## src/rtl/link_frame_check.sv

```systemverilog
// link_frame_check
// ----------------
// Receive-side framing stage placed directly after the 36-bit clock-domain
// data synchronizer. The synchronizer delivers one word per clock and has no
// valid strobe. Each word carries a control tag in [35:32] and a payload in
// [31:0]. This block delineates frames (SOF / DATA... / EOF), checks the word
// count and the 32-bit additive checksum of each frame, forwards the accepted
// payload words, and keeps saturating good-frame and error counters.
//
// Ports
//   clk        receive clock (synchronizer output side)
//   init       synchronous active-high reset
//   datain     [35:32] tag, [31:0] payload
//   dout       payload of the accepted data word
//   dvalid     one-cycle qualifier for dout
//   sof        marks the first dvalid of a frame
//   eof        pulse one cycle after the EOF word
//   frame_ok   pulse with eof when length and checksum both match
//   frame_err  pulse on any detected error
//   err_code   code of the most recent error (held until the next error)
//   frame_cnt  saturating count of good frames
//   err_cnt    saturating count of errors
//
// Error codes: 1 truncated frame, 2 length mismatch, 3 checksum mismatch,
// 4 bad header length or overlength, 5 orphan DATA/EOF, 6 illegal tag.

module link_frame_check #(
  parameter int MAX_LEN = 1023,
  parameter int CNTW    = 10,
  parameter int SETTLE  = 4
) (
  input  logic        clk,
  input  logic        init,
  input  logic [35:0] datain,
  output logic [31:0] dout,
  output logic        dvalid,
  output logic        sof,
  output logic        eof,
  output logic        frame_ok,
  output logic        frame_err,
  output logic [2:0]  err_code,
  output logic [15:0] frame_cnt,
  output logic [15:0] err_cnt
);

  localparam int              SW        = (SETTLE > 0) ? $clog2(SETTLE + 1) : 1;
  localparam logic [SW-1:0]   SETTLE_W  = SW'(SETTLE);
  localparam logic [CNTW-1:0] MAX_LEN_W = CNTW'(MAX_LEN);

  localparam logic [3:0] TAG_IDLE = 4'h0;
  localparam logic [3:0] TAG_SOF  = 4'h1;
  localparam logic [3:0] TAG_DATA = 4'h2;
  localparam logic [3:0] TAG_EOF  = 4'h4;

  localparam logic [2:0] E_TRUNC  = 3'd1;
  localparam logic [2:0] E_LEN    = 3'd2;
  localparam logic [2:0] E_SUM    = 3'd3;
  localparam logic [2:0] E_HDR    = 3'd4;
  localparam logic [2:0] E_ORPHAN = 3'd5;
  localparam logic [2:0] E_TAG    = 3'd6;

  typedef enum logic [1:0] {
    S_SETTLE,
    S_IDLE,
    S_BODY,
    S_DISCARD
  } state_t;

  state_t          state, state_nxt;
  logic [SW-1:0]   settle, settle_nxt;
  logic [CNTW-1:0] count, count_nxt;
  logic [CNTW-1:0] exp_len, exp_len_nxt;
  logic [31:0]     sum, sum_nxt;
  logic            first, first_nxt;

  logic [31:0]     dout_nxt;
  logic            dvalid_nxt, sof_nxt, eof_nxt, ok_nxt, err_nxt;
  logic [2:0]      code_nxt;
  logic            good_inc;
  logic [1:0]      err_inc;
  logic            take_hdr;

  logic [3:0]      tag;
  logic [31:0]     payload;
  logic [CNTW-1:0] hdr_len;
  logic            hdr_ok;
  logic [16:0]     err_sum;

  assign tag     = datain[35:32];
  assign payload = datain[31:0];
  assign hdr_len = datain[CNTW-1:0];
  assign hdr_ok  = (hdr_len != '0) && (hdr_len <= MAX_LEN_W);

  // A SOF seen inside BODY can raise two errors at once (truncation plus a
  // rejected header), so the error counter adds up to two per cycle.
  assign err_sum = {1'b0, err_cnt} + {15'd0, err_inc};

  always_comb begin
    state_nxt   = state;
    settle_nxt  = settle;
    count_nxt   = count;
    exp_len_nxt = exp_len;
    sum_nxt     = sum;
    first_nxt   = first;
    dout_nxt    = dout;
    dvalid_nxt  = 1'b0;
    sof_nxt     = 1'b0;
    eof_nxt     = 1'b0;
    ok_nxt      = 1'b0;
    err_nxt     = 1'b0;
    code_nxt    = err_code;
    good_inc    = 1'b0;
    err_inc     = 2'd0;
    take_hdr    = 1'b0;

    case (state)
      S_SETTLE: begin
        // Leave after exactly SETTLE cycles with init low.
        if (settle <= SW'(1)) begin
          state_nxt = S_IDLE;
        end else begin
          settle_nxt = settle - SW'(1);
        end
      end

      S_IDLE: begin
        case (tag)
          TAG_IDLE: ;
          TAG_SOF: take_hdr = 1'b1;
          TAG_DATA, TAG_EOF: begin
            err_nxt  = 1'b1;
            code_nxt = E_ORPHAN;
            err_inc  = 2'd1;
          end
          default: begin
            err_nxt  = 1'b1;
            code_nxt = E_TAG;
            err_inc  = 2'd1;
          end
        endcase
      end

      S_BODY: begin
        case (tag)
          TAG_IDLE: ;
          TAG_DATA: begin
            if (count == exp_len) begin
              err_nxt   = 1'b1;
              code_nxt  = E_HDR;
              err_inc   = 2'd1;
              state_nxt = S_DISCARD;
            end else begin
              dout_nxt   = payload;
              dvalid_nxt = 1'b1;
              sof_nxt    = first;
              first_nxt  = 1'b0;
              count_nxt  = count + CNTW'(1);
              sum_nxt    = sum + payload;
            end
          end
          TAG_EOF: begin
            eof_nxt   = 1'b1;
            state_nxt = S_IDLE;
            // Length is judged before checksum.
            if (count != exp_len) begin
              err_nxt  = 1'b1;
              code_nxt = E_LEN;
              err_inc  = 2'd1;
            end else if (sum != payload) begin
              err_nxt  = 1'b1;
              code_nxt = E_SUM;
              err_inc  = 2'd1;
            end else begin
              ok_nxt   = 1'b1;
              good_inc = 1'b1;
            end
          end
          TAG_SOF: begin
            err_nxt  = 1'b1;
            code_nxt = E_TRUNC;
            err_inc  = 2'd1;
            take_hdr = 1'b1;
          end
          default: begin
            err_nxt   = 1'b1;
            code_nxt  = E_TAG;
            err_inc   = 2'd1;
            state_nxt = S_DISCARD;
          end
        endcase
      end

      S_DISCARD: begin
        case (tag)
          TAG_SOF: take_hdr = 1'b1;
          TAG_EOF: state_nxt = S_IDLE;
          default: ;
        endcase
      end

      default: state_nxt = S_SETTLE;
    endcase

    // Header handling shared by IDLE, BODY (restart) and DISCARD.
    if (take_hdr) begin
      if (hdr_ok) begin
        state_nxt   = S_BODY;
        count_nxt   = '0;
        sum_nxt     = '0;
        exp_len_nxt = hdr_len;
        first_nxt   = 1'b1;
      end else begin
        state_nxt = S_IDLE;
        err_nxt   = 1'b1;
        code_nxt  = E_HDR;
        err_inc   = err_inc + 2'd1;
      end
    end
  end

  always_ff @(posedge clk) begin
    if (init) begin
      state     <= S_SETTLE;
      settle    <= SETTLE_W;
      count     <= '0;
      exp_len   <= '0;
      sum       <= '0;
      first     <= 1'b0;
      dout      <= '0;
      dvalid    <= 1'b0;
      sof       <= 1'b0;
      eof       <= 1'b0;
      frame_ok  <= 1'b0;
      frame_err <= 1'b0;
      err_code  <= 3'd0;
      frame_cnt <= 16'd0;
      err_cnt   <= 16'd0;
    end else begin
      state     <= state_nxt;
      settle    <= settle_nxt;
      count     <= count_nxt;
      exp_len   <= exp_len_nxt;
      sum       <= sum_nxt;
      first     <= first_nxt;
      dout      <= dout_nxt;
      dvalid    <= dvalid_nxt;
      sof       <= sof_nxt;
      eof       <= eof_nxt;
      frame_ok  <= ok_nxt;
      frame_err <= err_nxt;
      err_code  <= code_nxt;
      frame_cnt <= (good_inc && (frame_cnt != 16'hFFFF)) ? frame_cnt + 16'd1 : frame_cnt;
      err_cnt   <= err_sum[16] ? 16'hFFFF : err_sum[15:0];
    end
  end

endmodule

```

## config.mk

```make
export PLATFORM = sky130hd
export DESIGN_NAME = link_frame_check
export DESIGN_NICKNAME = d
export VERILOG_FILES = /design/src/rtl/link_frame_check.sv
export SDC_FILE = /design/constraint.sdc
export NUM_CORES = 1
export LEC_CHECK = 0
export CAP_MARGIN = 15
export CORE_MARGIN = 3
export CORE_UTILIZATION = 30
export DETAILED_ROUTE_END_ITERATION = 7
export PLACE_DENSITY = 0.48
export SLEW_MARGIN = 20
export SYNTH_ARGS = -nofsm -noshare
export SYNTH_HDL_FRONTEND = slang
export SYNTH_SLANG_ARGS = --single-unit
```

## constraint.sdc

```tcl
create_clock -name clk -period 7.8 [get_ports clk]
set_input_delay 2.34 -clock clk [delete_from_list [all_inputs] [get_ports clk]]
set_output_delay 2.34 -clock clk [all_outputs]
set_load 0.05 [all_outputs]
```

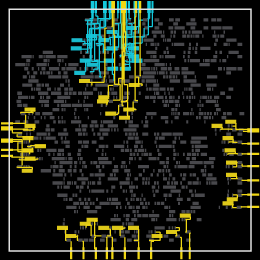
*Port wiring, run 1*
(1.5 px per um)
cyan -> `err_cnt`  # bits 16, direction output, edge north, end cells 16, buffers 16, wire 769 um
yellow -> `dout`  # bits 32, direction output, edge 10 south, 8 east, 7 north, 7 west, end cells 32, buffers 32, wire 963 um

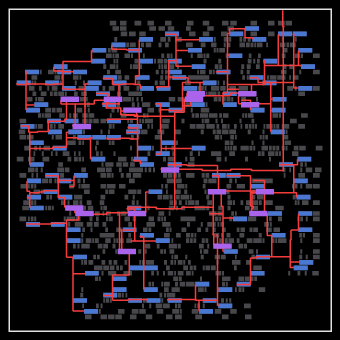
*Clock network drawn from the DEF, run 1*
(2 px per um)
purple -> clock drivers  # count 17
red -> clock wires  # length 2030 um
blue -> flip-flops  # count 130
flops lie = spread over the die

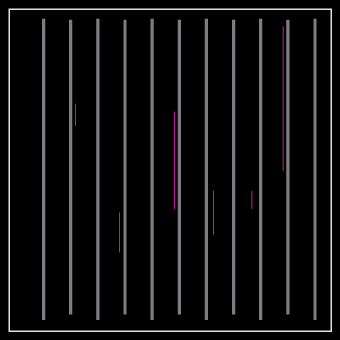
*M4 wires, run 1*
(2 px per um) Supply wires on this layer in gray.
longest straight run = 72.1 um
main direction = vertical

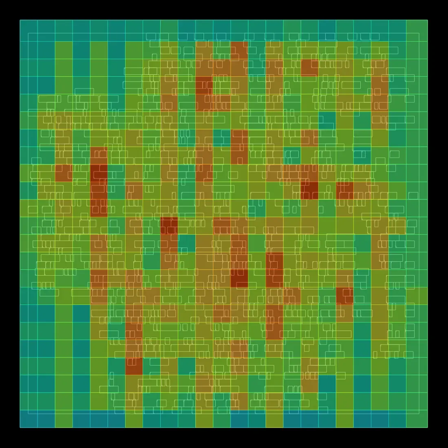
*Routing congestion, run 1*
Core Util, Final: 0.3971
busiest layer in global routing: met2
met3 usage: 0.03268
met2 GRT Util: 0.2566

==> run notes, run 1 <==
run metrics: status finished, final reports clean, top-count cell post-synth nand2_1, Port Buffer Count ~110, die height ~160 um, Hold Buf Count CTS 0, top flop regs dout x32, sum x32, Worst setup SP type input port, switch share 0.2925, post-synthesis cell count roughly 900, P_seq about 0.71 mW, RSZ-0062 raised after global routing false, first-pass GRT wire length 33040 um, top cells by count nand2_1 (160), dfxtp_1 (130), a21oi_1 (113), Comb pwr share 0.174, Flops 130, type of the worst min-delay path reg2reg, critical path class in2reg, setup bufs post-CTS 0, worst path bufs/invs 3, row count 55, CP top delay family simple AND/OR/NAND/NOR gates, Int Power roughly 1.3 mW, largest fanout on the critical path 13, Leak ~3.4 nW, H-tree Lvls 4, clk pwr just over 0.8 mW, r2r setup slk roughly 2.8 ns, Cells after DPL 1285, Core ar. about 23000 sq um, CTS max path bufs 2, Worst Slack Setup Final 0.5879 ns, pwr dens 202.4 nW/um^2, FILL cells about 2400, clock transition at the registers of the reported paths about 0.06 ns, WP data arrival between 7 and 8 ns, 1st-iter DRT viols around 310, worst slack, placed between 0.2 and 0.25 ns, Pwr Total around 1.8 mW, top cells, area dfxtp_1 (36%), nand2_1 (8.4%), a21oi_1 (7.9%), ha_1 (7.7%), xnor2_1 (4.1%), largest net degree at the start of global routing a little under 80, Area Overhead vs Synth 27.92%, antenna violations before repair 1, RD Place Congestion a little under 0.8
-- run 1: worst max-delay path by stage --
| stage | from | endpoint | slack, ns | cells after the start |
|---|---|---|---|---|
| 5_1_grt | datain[4] | err_cnt[1] | 0.1 | 23 |
| 3_5_place_dp | datain[4] | err_cnt[6] | 0.24 | 23 |
| 4_1_cts | datain[4] | err_cnt[6] | 0.67 | 23 |
| 3_3_place_gp | datain[5] | err_cnt[6] | 0.31 | 23 |
| 2_1_floorplan | datain[15] | err_cnt[2] | 1.53 | 24 |
| 6_report | datain[4] | err_cnt[1] | 0.59 | 23 |
-- run 1: worst min-delay path, delay by kind of cell, from the launching register on --
kind / cells / cell delay [ns]
and+or+nand+nor: 1 / 0.05
DFF: 1 / 0.30
AOI/OAI and AO/OA: 1 / 0.05
## Run 2: what changed since run 1
--- a/config.mk
+++ b/config.mk
@@ -8,6 +8,7 @@
 export CAP_MARGIN = 15
 export CORE_MARGIN = 3
 export CORE_UTILIZATION = 30
+export CTS_BUF_LIST = sky130_fd_sc_hd__clkbuf_4 sky130_fd_sc_hd__clkbuf_8 sky130_fd_sc_hd__clkbuf_16
 export DETAILED_ROUTE_END_ITERATION = 7
 export PLACE_DENSITY = 0.48
 export SLEW_MARGIN = 20
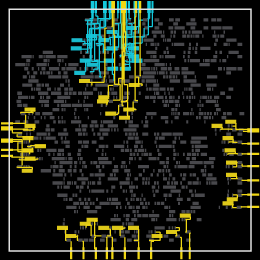
*Port wiring, run 2*
(1.5 px per um)
# IOs: 110
Port Buffer Count: 109

==> run 2 against run 1 <==
Core utilization stayed put. Clock skew unchanged. Non-clock buffer count did not move. Sequential power about the same. Critical endpoint unchanged. Largest cell class unchanged. Highest routed layer unchanged.
==> run notes, run 2 <==
run metrics: Core Util, Final 0.3971, Leak around 3.4 nW, H-tree Lvls 4, clock transition at the registers of the reported paths approximately 0.060 ns, Hold Buf Count CTS 0, 1st-iter DRT viols around 310, busiest layer in global routing met2, top-count cell post-synth nand2_1, Crit. Startpoint datain[4], worst slew pin tran roughly 0.86 ns, Cells after DPL about 1300, RSZ-0062 raised after global routing false, Core ar. 22980 sq um, CTS max path bufs 2, WP data arrival roughly 7.6 ns, critical path class in2reg, FILL cells 2399, max incr delay on CP 0.53 ns, Pwr Total about 1.8 mW, top cells by count nand2_1 (160), dfxtp_1 (130), a21oi_1 (113), simple share 0.2390, Setup violations, final 0, first-pass GRT wire length between 30000 and 40000 um, status finished, final reports clean, RD Place Congestion roughly 0.78, Area Overhead vs Synth 27.92%, Worst setup SP type input port, post-synthesis cell count ~900, DRT Pass-1 Iters 5, top cell type's share of synthesized area 0.3648, pwr dens between 200 and 250 nW/um^2, type of the worst min-delay path reg2reg, row count approximately 55, CP top delay family simple AND/OR/NAND/NOR gates, largest net degree at the start of global routing 79, setup bufs post-CTS 0, worst path bufs/invs 3, met2 GRT Util 0.2566, die height 160.2 um, top flop regs dout x32, sum x32, Worst Slack Setup Final around 0.59 ns, antenna fix cells 0, worst slack, placed 0.2427 ns, antenna violations before repair 1, largest fanout on the critical path 13, total CTS buffers 17
==> run 2: final timing paths <==
path / end / slack (ns) / cells past startpoint
min: first / 0.45 / 2
max reg2reg: err_cnt[1] / 2.75 / 22
max: err_cnt[1] / 0.59 / 23
min reg2reg: first / 0.45 / 2
==> run 2: power breakdown <==
group          switching [mW]  total, mW  internal [mW]
Combinational           0.196      0.321          0.125
Clock                   0.327      0.820          0.493
Sequential             0.0177      0.706          0.688
Total                   0.540       1.85           1.31
==> run 2: final cells by class <==
cell class | count | area [sq um] | area share
clock buffers | 19 | 452.9 | 0.04963
clock inverters | 13 | 151.4 | 0.01659
inverters | 25 | 93.84 | 0.01028
multi-input cells | 697 | 4263 | 0.4671
flip-flops and latches | 130 | 2603 | 0.2852
well taps | 313 | 391.6 | 0.04291
repair buffers | 120 | 1171 | 0.1283
### Clock network drawn from the DEF, run 2

(2 px per um)
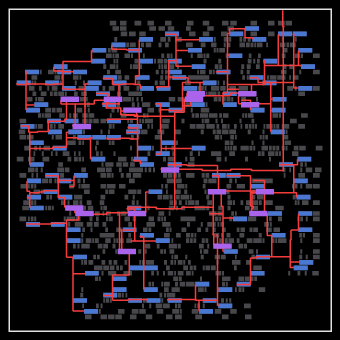

## Run 3: what changed since run 2
--- a/config.mk
+++ b/config.mk
@@ -7,10 +7,10 @@
 export LEC_CHECK = 0
 export CAP_MARGIN = 15
 export CORE_MARGIN = 3
-export CORE_UTILIZATION = 30
+export CORE_UTILIZATION = 43
 export CTS_BUF_LIST = sky130_fd_sc_hd__clkbuf_4 sky130_fd_sc_hd__clkbuf_8 sky130_fd_sc_hd__clkbuf_16
 export DETAILED_ROUTE_END_ITERATION = 7
-export PLACE_DENSITY = 0.48
+export PLACE_DENSITY = 0.64
 export SLEW_MARGIN = 20
 export SYNTH_ARGS = -nofsm -noshare
 export SYNTH_HDL_FRONTEND = slang
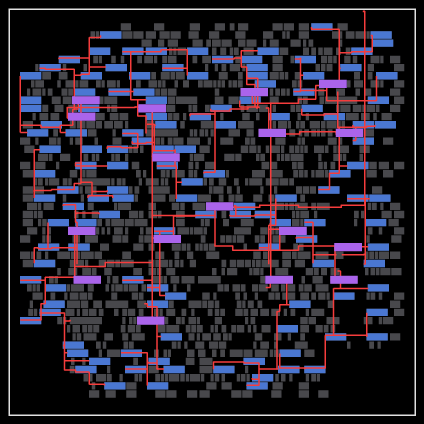
*Clock network drawn from the DEF, run 3*
(3 px per um)
red -> clock wires  # length 1790 um
purple -> clock drivers  # count 17
blue -> flip-flops  # count 130
flops lie = spread over the die

==> run 3 against run 2 <==
Clock skew decreased by 0.0018 ns. Cell count decreased by 7.1%. Power grew 2.9%. Sequential power barely moved. Cell area shrank 0.77%. Area after synthesis did not move. Register-to-register slack better by 0.08 ns. Sequential cell count did not move. Clock-buffer cell count fell by 2. Routed wire length down 7.3%. Largest cell class unchanged. Highest routed layer unchanged.
==> run notes, run 3 <==
run metrics: status finished, final reports clean, top cells by count nand2_1 (160), dfxtp_1 (130), a21oi_1 (113), top flop regs dout x32, sum x32, Reg area approximately 2600 sq um, RSZ-0062 raised after global routing false, met2 GRT Util 0.3291, Port Buffer Count between 100 and 150, worst path bufs/invs 3, MI comb area approximately 4300 sq um, P_seq roughly 0.71 mW, Core ar. around 16000 sq um, Net Sw Power between 0.5 and 0.6 mW, DRT Pass-1 Iters 6, pwr dens ~210 nW/um^2, post-synthesis cell count between 800 and 900, worst slack, placed 0.3078 ns, simple share 0.2390, met3 usage 0.03875, Hold Buf Count CTS 0, largest fanout on the critical path 13, Flop pwr share 0.372, type of the worst min-delay path reg2reg
## run 3: cells by family after synthesis
kind of cell	count (synthesis)
muxes	7
adders and majority gates	47
AOI/OAI and AO/OA	216
xor gates and xnor gates	62
and+or+nand+nor	365
buffers and inverters	70
DFF	130
## run 3: cell type report
cell class,count,share of cell area
repair buffers,121,0.1299
inverters,25,0.01036
flip-flops and latches,130,0.2874
multi-input cells,697,0.4707
clock buffers,17,0.04697
diodes,2,0.0005526
clock inverters,15,0.02432
well taps,216,0.02984
## run 3: path summary, 6_finish.rpt
path / end / startpoint / cells after the start
setup reg to reg: err_cnt[0] / sum[16] / 22
hold / removal: dout[2] / dout[2] / 2
setup / recovery: err_cnt[0] / datain[4] / 23
hold reg to reg: dout[2] / dout[2] / 2
Power figures rest on the tool's default switching activity, not on a simulated workload.
